--- src/rtl/pixel_packer.sv ---
// pixel_packer: packs NUM_BYTES consecutive BYTE_W-bit input bytes into one
// NUM_BYTES*BYTE_W-bit output word behind a valid/ready handshake on both sides.
//
// Ports:
//   clk        - single clock, rising edge
//   rst_n      - asynchronous active-low reset
//   in_valid   - in_data valid this cycle
//   in_ready   - block accepts in_data this cycle
//   in_data    - byte to pack (BYTE_W bits)
//   in_sof     - accepted byte starts a new word; any partial word is dropped
//   out_valid  - out_data holds a complete word
//   out_ready  - downstream consumes out_data this cycle
//   out_data   - packed word (NUM_BYTES*BYTE_W bits)
//   resync     - one-cycle pulse when in_sof discarded a partial word
//
// Build option:
//   PACKER_LSB_FIRST_EN - first byte of a word lands in the LSBs of out_data.
//                         Undefined (default): first byte lands in the MSBs.
//
// Legal NUM_BYTES range is 2..8; anything else stops elaboration.

module pixel_packer #(
    parameter int BYTE_W    = 8,
    parameter int NUM_BYTES = 3
) (
    input  logic                        clk,
    input  logic                        rst_n,
    input  logic                        in_valid,
    output logic                        in_ready,
    input  logic [BYTE_W-1:0]           in_data,
    input  logic                        in_sof,
    output logic                        out_valid,
    input  logic                        out_ready,
    output logic [NUM_BYTES*BYTE_W-1:0] out_data,
    output logic                        resync
);

    localparam int IDX_W  = (NUM_BYTES > 1) ? $clog2(NUM_BYTES) : 1;
    localparam int WORD_W = NUM_BYTES * BYTE_W;
    localparam logic [IDX_W-1:0] LAST_IDX = IDX_W'(NUM_BYTES - 1);

    generate
        if (NUM_BYTES < 2 || NUM_BYTES > 8) begin : g_bad_cfg
            $error("pixel_packer: NUM_BYTES must be in 2..8");
        end
    endgenerate

    logic [IDX_W-1:0]                    idx;
    logic [NUM_BYTES-2:0][BYTE_W-1:0]    stage;
    logic [WORD_W-1:0]                   word_next;
    logic                                accept_in;
    logic                                accept_out;
    logic                                load_word;

    // Single output holding register: a consumed word frees the slot on the
    // same edge, so a new word can follow without a bubble.
    assign in_ready   = !out_valid || out_ready;
    assign accept_in  = in_valid && in_ready;
    assign accept_out = out_valid && out_ready;
    assign load_word  = accept_in && !in_sof && (idx == LAST_IDX);

    // Word assembled from the staged bytes plus the byte arriving now.
    always_comb begin
        word_next = '0;
        for (int k = 0; k < NUM_BYTES - 1; k++) begin
`ifdef PACKER_LSB_FIRST_EN
            word_next[k*BYTE_W +: BYTE_W] = stage[k];
`else
            word_next[(NUM_BYTES-1-k)*BYTE_W +: BYTE_W] = stage[k];
`endif
        end
`ifdef PACKER_LSB_FIRST_EN
        word_next[(NUM_BYTES-1)*BYTE_W +: BYTE_W] = in_data;
`else
        word_next[0 +: BYTE_W] = in_data;
`endif
    end

    // Byte index and staging slots.
    always_ff @(posedge clk or negedge rst_n) begin
        if (!rst_n) begin
            idx   <= '0;
            stage <= '0;
        end else if (accept_in) begin
            if (in_sof) begin
                // Resynchronise: this byte is slot 0 of a fresh word.
                stage[0] <= in_data;
                idx      <= IDX_W'(1);
            end else if (idx == LAST_IDX) begin
                idx <= '0;
            end else begin
                // Slot-by-slot compare keeps the index width independent of
                // the staging array size.
                for (int k = 0; k < NUM_BYTES - 1; k++) begin
                    if (idx == IDX_W'(k)) begin
                        stage[k] <= in_data;
                    end
                end
                idx <= idx + IDX_W'(1);
            end
        end
    end

    // Output holding register.
    always_ff @(posedge clk or negedge rst_n) begin
        if (!rst_n) begin
            out_valid <= 1'b0;
            out_data  <= '0;
        end else if (load_word) begin
            out_valid <= 1'b1;
            out_data  <= word_next;
        end else if (accept_out) begin
            out_valid <= 1'b0;
        end
    end

    // Pulse only when a partial word was actually thrown away.
    always_ff @(posedge clk or negedge rst_n) begin
        if (!rst_n) begin
            resync <= 1'b0;
        end else begin
            resync <= accept_in && in_sof && (idx != '0);
        end
    end

endmodule

--- config.mk ---
export PLATFORM = sky130hd
export DESIGN_NAME = pixel_packer
export DESIGN_NICKNAME = d
export VERILOG_FILES = /design/src/rtl/pixel_packer.sv
export SDC_FILE = /design/constraint.sdc
export NUM_CORES = 1
export LEC_CHECK = 0
export ABC_CLOCK_PERIOD_IN_PS = 3770
export CAP_MARGIN = 20
export CORE_ASPECT_RATIO = 1.25
export CORE_UTILIZATION = 50
export CTS_CLUSTER_DIAMETER = 120
export DETAILED_ROUTE_END_ITERATION = 8
export DONT_BUFFER_PORTS = 1
export HOLD_SLACK_MARGIN = 0.02
export PLACE_DENSITY_LB_ADDON = 0.25
export SYNTH_ARGS = -nofsm -noshare
export SYNTH_HDL_FRONTEND = slang
export SYNTH_SLANG_ARGS = --single-unit
--- constraint.sdc ---
create_clock -name clk -period 3.77 [get_ports clk]
set_input_delay 0.9425 -clock clk [delete_from_list [all_inputs] [get_ports clk]]
set_output_delay 0.9425 -clock clk [all_outputs]
set_load 0.03 [all_outputs]
layer_met1.png
The bar under the picture is 20 um long.
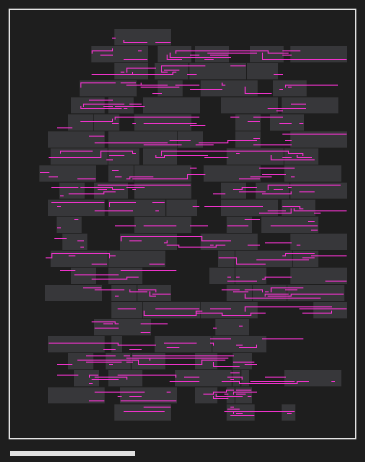
wire length on this layer: 1090 um
main direction: horizontal
nets with wire on the layer: 107
share of all routed wire: 42%
longest straight run: 20.2 um
met1 usage: 18.3%
Post-Route WL: 2600 um
routed vias: 806

congestion.png
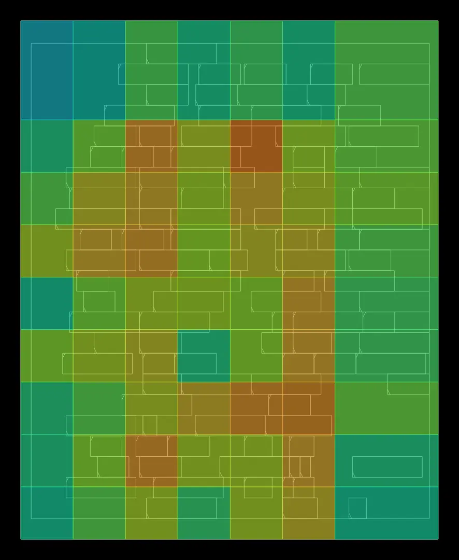
Most Crowded Layer GR: met2
met3 GRT Util: 9.33%
GRT Util Overall: 16.7%

==> GITHUB_STEP_SUMMARY <==
## Synthesis and layout report

| Metric | Value |
|---|---|
| Sequential share of power | `62.5%` |
| Net Sw Power | `0.566 mW` |
| Postcts setup bufs | `0` |
| Worst setup path category | `in -> out` |
| Pin count of the biggest net entering global routing | `45` |
| TritonCTS clock tree | `yes` |
| Static Leak | `~0.94 nW` |
| Final setup fails | `0` |
| CTS root buffer | `clkbuf_8` |
| Setup crit start | `out_ready` |
| Hold Vio Cnt, Final | `0` |
| Pwr/cell area | `839 mW/mm^2` |
| CTS hold repair buffers | `0` |
| Count of non-CTS inverters in the layout | `0` |
| Maximum clock frequency | `0.427 GHz` |
| Clock buf/inv share | `under 10%` |
| Combinational share of power | `between 10% and 20%` |
| Worst path top cell family by delay | `simple AND/OR/NAND/NOR gates` |
| Final Non-Filler Cells | `140` |
| Logic share of the area | `around a third` |
| Well tap count | `37` |
| Htree depth | `2` |
| YS warnings | `0` |
| DR pass1 iterations | `2` |
| Bufs w/o clock | `0` |
| Setup TNS Final | `0 ns` |
| Worst R2R End | `out_data[3]` |
| Top post-synthesis cells by count | `44 x dfrtp_1, 21 x mux2_2, 19 x mux2_4` |
| Flops | `44` |
| I/O pin count | `40` |
| Fill cell count | `approximately 280` |
| Post-synth seq share | `62.7%` |
| Status | `finished clean` |
| Post_cts resized | `0` |
| Synth top cell by count | `dfrtp_1` |
| GP Congestion | `0.615` |
| WP data arrival | `1.40 ns` |
| Cell count in the Yosys report | `98` |
| Rel. slew slack | `between 50% and 60%` |
| Flop area | `0.00110 mm^2` |
| Synthesized cell area | `0.00176 mm^2` |
| FP Rows | `23` |
| Post-synth top area share | `62.7%` |
metal_density.png
11 x 14 tiles, from white (low) to dark blue (high), scaled to the fullest tile. Values are wire area over tile area, all layers added.
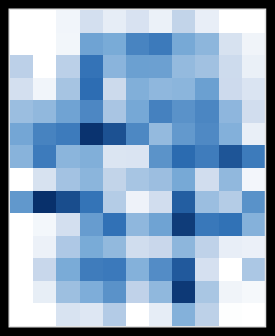
tiles over half the peak: 31%
fullest tile: 0.30
mean over tiles: 0.11
emptiest ninth of the die: lower left
nearly empty tiles: 12%
routed len/inst: 18.6 um

wires.png
The bar under the picture is 20 um long. Only two layers are drawn.
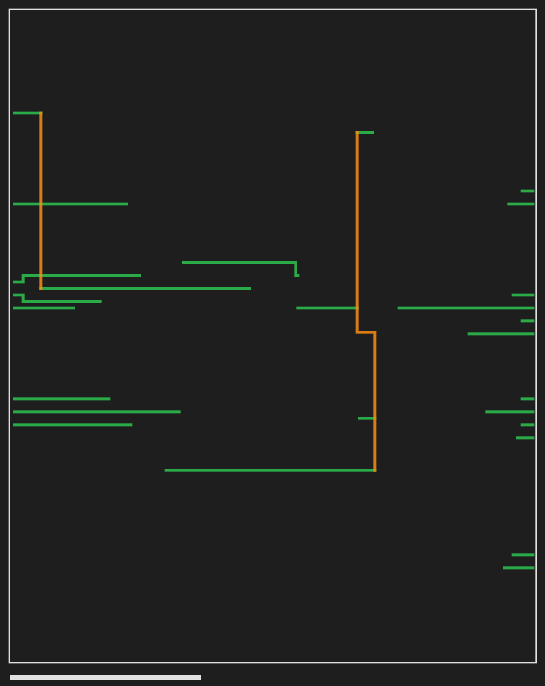
| colour | layer | wire length |
|---|---|---|
| orange | metal 4 | 55.6 um |
| green | metal 3 | 191 um |

-- power by group through the flow --
stage	logic, mW	registers, mW	clock network (mW)
finish	0.238	0.990	0.355
floorplan	0.221	0.965	0
global route	0.259	1.02	0.386
CTS	0.242	0.993	0.365
global placement	0.230	0.996	0
detailed placement	0.241	1.00	0
-- how the worst min path moves through the flow --
stage                          from      endpoint  slack (ns)  cells past startpoint
final                         rst_n  out_data[16]        0.33                      0
after global routing          rst_n     stage[15]        0.31                      0
after CTS                     rst_n     stage[15]        0.32                      0
after detailed placement   stage[5]  out_data[21]        0.49                      1
after global placement     stage[9]   out_data[9]        0.48                      1
after floorplan           stage[10]  out_data[10]        0.47                      1
-- sequential cells by signal (all words and copies together) (netlist names) --
name / flops
stage: 16
out_data: 24
resync: 1
out_valid: 1
idx: 2
-- kinds of logic after synthesis --
logic type,share of synthesized area [%]
and+or+nand+nor,4.13
DFF,62.7
AOI/OAI and AO/OA,1.85
muxes,29.7
buffers and inverters,1.57
-- per-stage QoR --
step / hold WS [ns] / setup WS (ns) / power [mW] / util (%) / instance area, um^2
5_1_grt: 0.305 / 1.37 / 1.66 / 57.5 / 1890
3_3_place_gp: 0.483 / 1.16 / 1.23 / 54.1 / 1770
3_5_place_dp: 0.488 / 1.10 / 1.24 / 54.1 / 1770
4_1_cts: 0.317 / 1.42 / 1.60 / 57.5 / 1890
2_1_floorplan: 0.475 / 1.55 / 1.19 / - / 1760
6_report: 0.330 / 1.43 / 1.58 / 57.5 / 1890
-- placed cells by master (no fill, tap or decap), drive strengths merged --
master / count
o211ai: 1
nand2b: 1
a21bo: 2
clkbuf: 5
clkinvlp: 1
clkinv: 1
mux2: 40
nand2: 2
dfrtp: 44
bufinv: 1
nand4b: 2
nor3b: 1
nor2: 1
and2b: 1
Power is estimated from default activity; no workload was simulated.
